File: src/rtl/hazard_forward_ctrl_if.sv
// Hazard/forwarding controller bundle: ID-stage metadata and
// pipeline status in, forwarding selects and stall/flush out.
interface hazard_forward_ctrl_if #(
    parameter int XREG_W = 5,
    parameter int CNT_W  = 16
);
    logic              id_valid;
    logic [XREG_W-1:0] id_rs1;
    logic [XREG_W-1:0] id_rs2;
    logic [XREG_W-1:0] id_rd;
    logic              id_reg_write;
    logic              id_mem_read;
    logic              id_mem_write;
    logic              branch_taken;
    logic              mem_ready;

    logic              fwd_a_en;
    logic              fwd_b_en;
    logic              fwd_a_src;
    logic              fwd_b_src;
    logic              stall_if;
    logic              stall_id;
    logic              stall_ex;
    logic              stall_mem;
    logic              flush_id;
    logic              bubble_ex;
    logic [CNT_W-1:0]  stall_cnt;

    modport master (
        output id_valid, id_rs1, id_rs2, id_rd,
        output id_reg_write, id_mem_read, id_mem_write,
        output branch_taken, mem_ready,
        input  fwd_a_en, fwd_b_en, fwd_a_src, fwd_b_src,
        input  stall_if, stall_id, stall_ex, stall_mem,
        input  flush_id, bubble_ex, stall_cnt
    );

    modport slave (
        input  id_valid, id_rs1, id_rs2, id_rd,
        input  id_reg_write, id_mem_read, id_mem_write,
        input  branch_taken, mem_ready,
        output fwd_a_en, fwd_b_en, fwd_a_src, fwd_b_src,
        output stall_if, stall_id, stall_ex, stall_mem,
        output flush_id, bubble_ex, stall_cnt
    );
endinterface

File: src/rtl/hazard_forward_ctrl.sv
// Shadows EX/MEM/WB register-use metadata and derives operand
// forwarding selects plus stall/flush controls for the pipeline.
module hazard_forward_ctrl #(
    parameter int XREG_W = 5,
    parameter int CNT_W  = 16
) (
    input logic             clk,
    input logic             rst_n,
    hazard_forward_ctrl_if.slave hz
);

    typedef struct packed {
        logic              valid;
        logic [XREG_W-1:0] rs1;
        logic [XREG_W-1:0] rs2;
        logic [XREG_W-1:0] rd;
        logic              reg_write;
        logic              mem_read;
        logic              mem_op;
    } ex_slot_t;

    typedef struct packed {
        logic              valid;
        logic [XREG_W-1:0] rd;
        logic              reg_write;
        logic              mem_read;
        logic              mem_op;
    } mem_slot_t;

    typedef struct packed {
        logic              valid;
        logic [XREG_W-1:0] rd;
        logic              reg_write;
    } wb_slot_t;

    typedef enum logic [1:0] {
        RUN      = 2'd0,
        LU_STALL = 2'd1,
        MEM_WAIT = 2'd2
    } state_t;

    ex_slot_t  ex_q;
    mem_slot_t mem_q;
    wb_slot_t  wb_q;
    state_t    state_q, state_d;
    ex_slot_t  id_slot;
    logic      mem_wait, branch, load_use;

    // {en, src}; MEM wins over WB, loads in MEM cannot forward yet
    function automatic logic [1:0] fwd_sel(
        input logic [XREG_W-1:0] rs,
        input mem_slot_t         m,
        input wb_slot_t          w
    );
        logic [1:0] sel;
        sel = 2'b00;
        if (rs != '0) begin
            if (m.valid && m.reg_write && !m.mem_read && m.rd == rs)
                sel = 2'b10;
            else if (w.valid && w.reg_write && w.rd == rs)
                sel = 2'b11;
        end
        return sel;
    endfunction

    always_comb begin
        id_slot           = '0;
        id_slot.valid     = hz.id_valid;
        id_slot.rs1       = hz.id_rs1;
        id_slot.rs2       = hz.id_rs2;
        id_slot.rd        = hz.id_rd;
        id_slot.reg_write = hz.id_reg_write && (hz.id_rd != '0);
        id_slot.mem_read  = hz.id_mem_read;
        id_slot.mem_op    = hz.id_mem_read || hz.id_mem_write;
    end

    assign mem_wait = mem_q.valid && mem_q.mem_op && !hz.mem_ready;
    assign branch   = !mem_wait && hz.branch_taken && ex_q.valid;
    assign load_use = !mem_wait && !branch && ex_q.valid &&
                      ex_q.mem_read && (ex_q.rd != '0) && hz.id_valid &&
                      (ex_q.rd == hz.id_rs1 || ex_q.rd == hz.id_rs2);

    always_comb begin
        {hz.fwd_a_en, hz.fwd_a_src} = fwd_sel(ex_q.rs1, mem_q, wb_q);
        {hz.fwd_b_en, hz.fwd_b_src} = fwd_sel(ex_q.rs2, mem_q, wb_q);
        hz.stall_if  = mem_wait || load_use;
        hz.stall_id  = mem_wait || load_use;
        hz.stall_ex  = mem_wait;
        hz.stall_mem = mem_wait;
        hz.flush_id  = branch;
        hz.bubble_ex = branch || load_use;
    end

    always_comb begin
        state_d = state_q;
        unique case (state_q)
            RUN: begin
                if (mem_wait)      state_d = MEM_WAIT;
                else if (load_use) state_d = LU_STALL;
            end
            LU_STALL: state_d = mem_wait ? MEM_WAIT : RUN;
            MEM_WAIT: if (!mem_wait) state_d = RUN;
            default:  state_d = RUN;
        endcase
    end

    always_ff @(posedge clk or negedge rst_n) begin
        if (!rst_n) begin
            state_q <= RUN;
        end else begin
            state_q <= state_d;
        end
    end

    // frozen: EX and MEM hold, WB drains to a bubble
    always_ff @(posedge clk or negedge rst_n) begin
        if (!rst_n) begin
            ex_q  <= '0;
            mem_q <= '0;
            wb_q  <= '0;
        end else if (mem_wait) begin
            wb_q  <= '0;
        end else begin
            wb_q.valid     <= mem_q.valid;
            wb_q.rd        <= mem_q.rd;
            wb_q.reg_write <= mem_q.reg_write;
            mem_q.valid     <= ex_q.valid;
            mem_q.rd        <= ex_q.rd;
            mem_q.reg_write <= ex_q.reg_write;
            mem_q.mem_read  <= ex_q.mem_read;
            mem_q.mem_op    <= ex_q.mem_op;
            if (load_use || branch || !hz.id_valid)
                ex_q <= '0;
            else
                ex_q <= id_slot;
        end
    end

    always_ff @(posedge clk or negedge rst_n) begin
        if (!rst_n) begin
            hz.stall_cnt <= '0;
        end else if (hz.stall_id && (hz.stall_cnt != '1)) begin
            hz.stall_cnt <= hz.stall_cnt + 1'b1;
        end
    end

endmodule

File: src/flat_wrapper.sv
// flat-port wrapper written by rule: the top's interface ports become plain ports
module hazard_forward_ctrl_flat 
#(
    parameter int XREG_W = 5,
    parameter int CNT_W  = 16
)
  (clk, rst_n, hz_id_valid, hz_id_rs1, hz_id_rs2, hz_id_rd, hz_id_reg_write, hz_id_mem_read, hz_id_mem_write, hz_branch_taken, hz_mem_ready, hz_fwd_a_en, hz_fwd_b_en, hz_fwd_a_src, hz_fwd_b_src, hz_stall_if, hz_stall_id, hz_stall_ex, hz_stall_mem, hz_flush_id, hz_bubble_ex, hz_stall_cnt);
  hazard_forward_ctrl_if #(.XREG_W(XREG_W), .CNT_W(CNT_W)) hz_i ();
  input logic clk;
  input logic rst_n;
  input wire logic [$bits(hz_i.id_valid)-1:0] hz_id_valid;
  input wire logic [$bits(hz_i.id_rs1)-1:0] hz_id_rs1;
  input wire logic [$bits(hz_i.id_rs2)-1:0] hz_id_rs2;
  input wire logic [$bits(hz_i.id_rd)-1:0] hz_id_rd;
  input wire logic [$bits(hz_i.id_reg_write)-1:0] hz_id_reg_write;
  input wire logic [$bits(hz_i.id_mem_read)-1:0] hz_id_mem_read;
  input wire logic [$bits(hz_i.id_mem_write)-1:0] hz_id_mem_write;
  input wire logic [$bits(hz_i.branch_taken)-1:0] hz_branch_taken;
  input wire logic [$bits(hz_i.mem_ready)-1:0] hz_mem_ready;
  output wire logic [$bits(hz_i.fwd_a_en)-1:0] hz_fwd_a_en;
  output wire logic [$bits(hz_i.fwd_b_en)-1:0] hz_fwd_b_en;
  output wire logic [$bits(hz_i.fwd_a_src)-1:0] hz_fwd_a_src;
  output wire logic [$bits(hz_i.fwd_b_src)-1:0] hz_fwd_b_src;
  output wire logic [$bits(hz_i.stall_if)-1:0] hz_stall_if;
  output wire logic [$bits(hz_i.stall_id)-1:0] hz_stall_id;
  output wire logic [$bits(hz_i.stall_ex)-1:0] hz_stall_ex;
  output wire logic [$bits(hz_i.stall_mem)-1:0] hz_stall_mem;
  output wire logic [$bits(hz_i.flush_id)-1:0] hz_flush_id;
  output wire logic [$bits(hz_i.bubble_ex)-1:0] hz_bubble_ex;
  output wire logic [$bits(hz_i.stall_cnt)-1:0] hz_stall_cnt;
  assign hz_i.id_valid = hz_id_valid;
  assign hz_i.id_rs1 = hz_id_rs1;
  assign hz_i.id_rs2 = hz_id_rs2;
  assign hz_i.id_rd = hz_id_rd;
  assign hz_i.id_reg_write = hz_id_reg_write;
  assign hz_i.id_mem_read = hz_id_mem_read;
  assign hz_i.id_mem_write = hz_id_mem_write;
  assign hz_i.branch_taken = hz_branch_taken;
  assign hz_i.mem_ready = hz_mem_ready;
  assign hz_fwd_a_en = hz_i.fwd_a_en;
  assign hz_fwd_b_en = hz_i.fwd_b_en;
  assign hz_fwd_a_src = hz_i.fwd_a_src;
  assign hz_fwd_b_src = hz_i.fwd_b_src;
  assign hz_stall_if = hz_i.stall_if;
  assign hz_stall_id = hz_i.stall_id;
  assign hz_stall_ex = hz_i.stall_ex;
  assign hz_stall_mem = hz_i.stall_mem;
  assign hz_flush_id = hz_i.flush_id;
  assign hz_bubble_ex = hz_i.bubble_ex;
  assign hz_stall_cnt = hz_i.stall_cnt;
  hazard_forward_ctrl #(.XREG_W(XREG_W), .CNT_W(CNT_W)) u_core (.clk(clk), .rst_n(rst_n), .hz(hz_i));
endmodule
File: config.mk
export PLATFORM = sky130hd
export DESIGN_NAME = hazard_forward_ctrl_flat
export DESIGN_NICKNAME = d
export VERILOG_FILES = /design/src/rtl/hazard_forward_ctrl_if.sv /design/src/rtl/hazard_forward_ctrl.sv /design/src/flat_wrapper.sv
export SDC_FILE = /design/constraint.sdc
export NUM_CORES = 1
export LEC_CHECK = 0
export CAP_MARGIN = 40
export CORE_MARGIN = 4
export CORE_UTILIZATION = 30
export CTS_BUF_LIST = sky130_fd_sc_hd__clkbuf_8
export DETAILED_ROUTE_END_ITERATION = 10
export GPL_TIMING_DRIVEN = 0
export PLACE_DENSITY = 0.51
export RECOVER_POWER = 100
export SETUP_SLACK_MARGIN = 0.02
export SKIP_LAST_GASP = 1
export SYNTH_ARGS = -nofsm -noshare
export SYNTH_HDL_FRONTEND = slang
export SYNTH_SLANG_ARGS = --single-unit
File: constraint.sdc
create_clock -name clk -period 4.65 [get_ports clk]
set_clock_uncertainty 0.1 [all_clocks]
set_input_delay 1.395 -clock clk [delete_from_list [all_inputs] [get_ports clk]]
set_output_delay 1.395 -clock clk [all_outputs]
set_load 0.05 [all_outputs]
Metal layers overlaid:
The bar under the picture is 20 µm long.
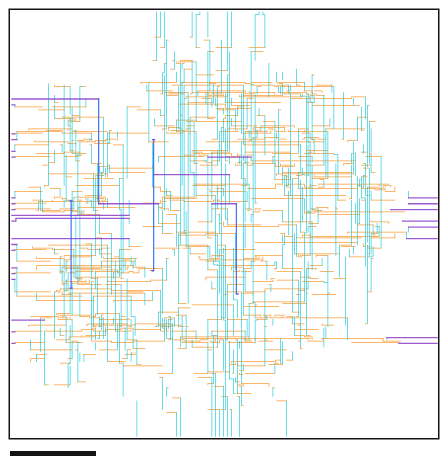
colour	layer	wire length
blue	met4	96.6 µm
purple	met3	238 µm
orange	met1	2740 µm
cyan	met2	3040 µm

Register map, names as in the netlist:
Other cells in grey.
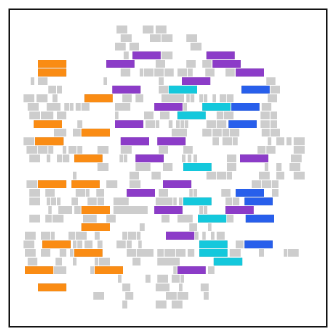
colour	signal	flops
orange	u_core.hz.stall_cnt	16
blue	u_core.wb_q	7
cyan	u_core.mem_q	9
purple	u_core.ex_q	19

Clock routing:
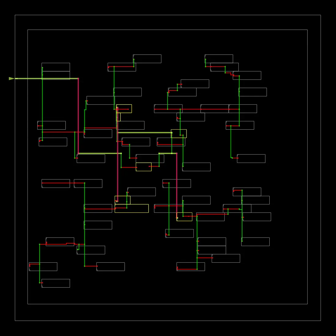
Clock buffer cells: 5
number of CTS-inserted buffers: 5

==> flow_summary.html <==
<p>Metrics extracted from the flow reports.</p>
<table>
<tr><th>Metric</th><th>Value</th></tr>
<tr><th colspan="2">Status</th></tr>
<tr><td>Run status</td><td>finished with violations</td></tr>
<tr><td>Violations in the final reports</td><td>max-capacitance violations, max-slew violations</td></tr>
<tr><th colspan="2">Pwr</th></tr>
<tr><td>Sequential Power Share</td><td>between 40% and 50%</td></tr>
<tr><td>Power drawn by the sequential cells</td><td>between 500 and 600 µW</td></tr>
<tr><td>Clk network pwr share</td><td>between 20% and 30%</td></tr>
<tr><td>Peak supply drop</td><td>301 µV</td></tr>
<tr><td>Top Consumer</td><td>sequential cells</td></tr>
<tr><td>Power per unit of standard cell area</td><td>about 350 mW/mm²</td></tr>
<tr><td>Design Power</td><td>approximately 1.2 mW</td></tr>
<tr><td>Combinational power</td><td>306 µW</td></tr>
<tr><th colspan="2">Routing</th></tr>
<tr><td>Post-route antenna net violation count</td><td>0</td></tr>
<tr><td># DRC</td><td>0</td></tr>
<tr><td>Number of detailed-route iterations in the first pass</td><td>4</td></tr>
<tr><td>Top metal layer carrying routed signals</td><td>met4</td></tr>
<tr><td>Met1 Wirelength</td><td>approximately 2.7 mm</td></tr>
<tr><td>Met3 wire length</td><td>about 240 µm</td></tr>
<tr><th colspan="2">Synth</th></tr>
<tr><td>Number of storage elements in the synthesis netlist</td><td>approximately 50</td></tr>
<tr><td>Post-synthesis async set-or-reset flop share</td><td>100%</td></tr>
<tr><td>Netlist Area Pre-Place</td><td>about 0.0025 mm²</td></tr>
<tr><td>Net Count, Synth</td><td>around 260</td></tr>
<tr><td>Seq/Total Area, Yosys</td><td>approximately 50%</td></tr>
<tr><td>Post-synthesis area per instance</td><td>~11 µm²</td></tr>
<tr><td>Most frequently used cell type in the post-synthesis netlist</td><td>sky130_fd_sc_hd__dfrtp_1</td></tr>
<tr><td>Commonest register cell after synthesis</td><td>sky130_fd_sc_hd__dfrtp_1</td></tr>
<tr><td>YS chip area</td><td>roughly 0.0025 mm²</td></tr>
<tr><td>Gate Count Post-Synth</td><td>approximately 240</td></tr>
<tr><td>Top cell area share</td><td>between 50% and 60%</td></tr>
<tr><th colspan="2">Cells and area</th></tr>
<tr><td>Largest registers</td><td>u_core.ex_q (19), u_core.hz.stall_cnt (16), u_core.mem_q (9)</td></tr>
<tr><td>Tally of non-filler cells in the final layout</td><td>roughly 400</td></tr>
<tr><td>Post-layout util</td><td>between 30% and 40%</td></tr>
<tr><td>Number of sequential cells in the layout</td><td>about 51</td></tr>
<tr><td>Register fraction of the total cell area</td><td>between 30% and 40%</td></tr>
<tr><td>Number of fill cells in the layout</td><td>between 800 and 900</td></tr>
<tr><th colspan="2">Worst setup path</th></tr>
<tr><td>Number of cell instances on the worst register-to-register path</td><td>7</td></tr>
<tr><td>Capturing point of the worst reg2reg path</td><td>u_core.hz.stall_cnt[11]</td></tr>
<tr><td>Worst Setup EP</td><td>hz_stall_mem</td></tr>
<tr><td>CP Data Arrival Time</td><td>between 3 and 4 ns</td></tr>
<tr><td>Number of stages on the worst setup path</td><td>8</td></tr>
<tr><td>CP required</td><td>3.15 ns</td></tr>
<tr><td>Worst setup path startpoint</td><td>hz_mem_ready</td></tr>
<tr><th colspan="2">Final timing</th></tr>
<tr><td>Final number of hold-violating endpoints</td><td>0</td></tr>
<tr><td>Setup repair after global routing missed its margin</td><td>true</td></tr>
<tr><td>Number of pins exceeding their max-slew limit in the final report</td><td>36</td></tr>
<tr><td>Ratio of final minimum period to clock period</td><td>a little over nine tenths</td></tr>
<tr><td>Max Freq</td><td>around 0.22 GHz</td></tr>
<tr><th colspan="2">Die</th></tr>
<tr><td>Die outline width</td><td>approximately 100 µm</td></tr>
<tr><td>Floorplan Core Area</td><td>between 0.008 and 0.009 mm²</td></tr>
<tr><th colspan="2">Flow run</th></tr>
<tr><td>Max Cap Viol</td><td>1</td></tr>
<tr><th colspan="2">Worst hold path</th></tr>
<tr><td>Startpoint of the lowest-slack hold path</td><td>u_core.mem_q[1]</td></tr>
<tr><td>End point of the most critical hold path</td><td>u_core.mem_q[1]</td></tr>
<tr><th colspan="2">Global route</th></tr>
<tr><td>Global routing met2 resource utilization</td><td>between 20% and 30%</td></tr>
<tr><th colspan="2">Place</th></tr>
<tr><td>Post-DP Area</td><td>between 0.003 and 0.004 mm²</td></tr>
<tr><td>Hpwl dp</td><td>about 4.5 mm</td></tr>
<tr><th colspan="2">CTS</th></tr>
<tr><td>Number of resized instances in the post-cts repair step</td><td>27</td></tr>
<tr><td>Clock Sinks</td><td>just over 50</td></tr>
<tr><td>Buffers from clock root to sink, at most</td><td>2</td></tr>
</table>
Power figures rest on the tool's default switching activity, not on a simulated workload.
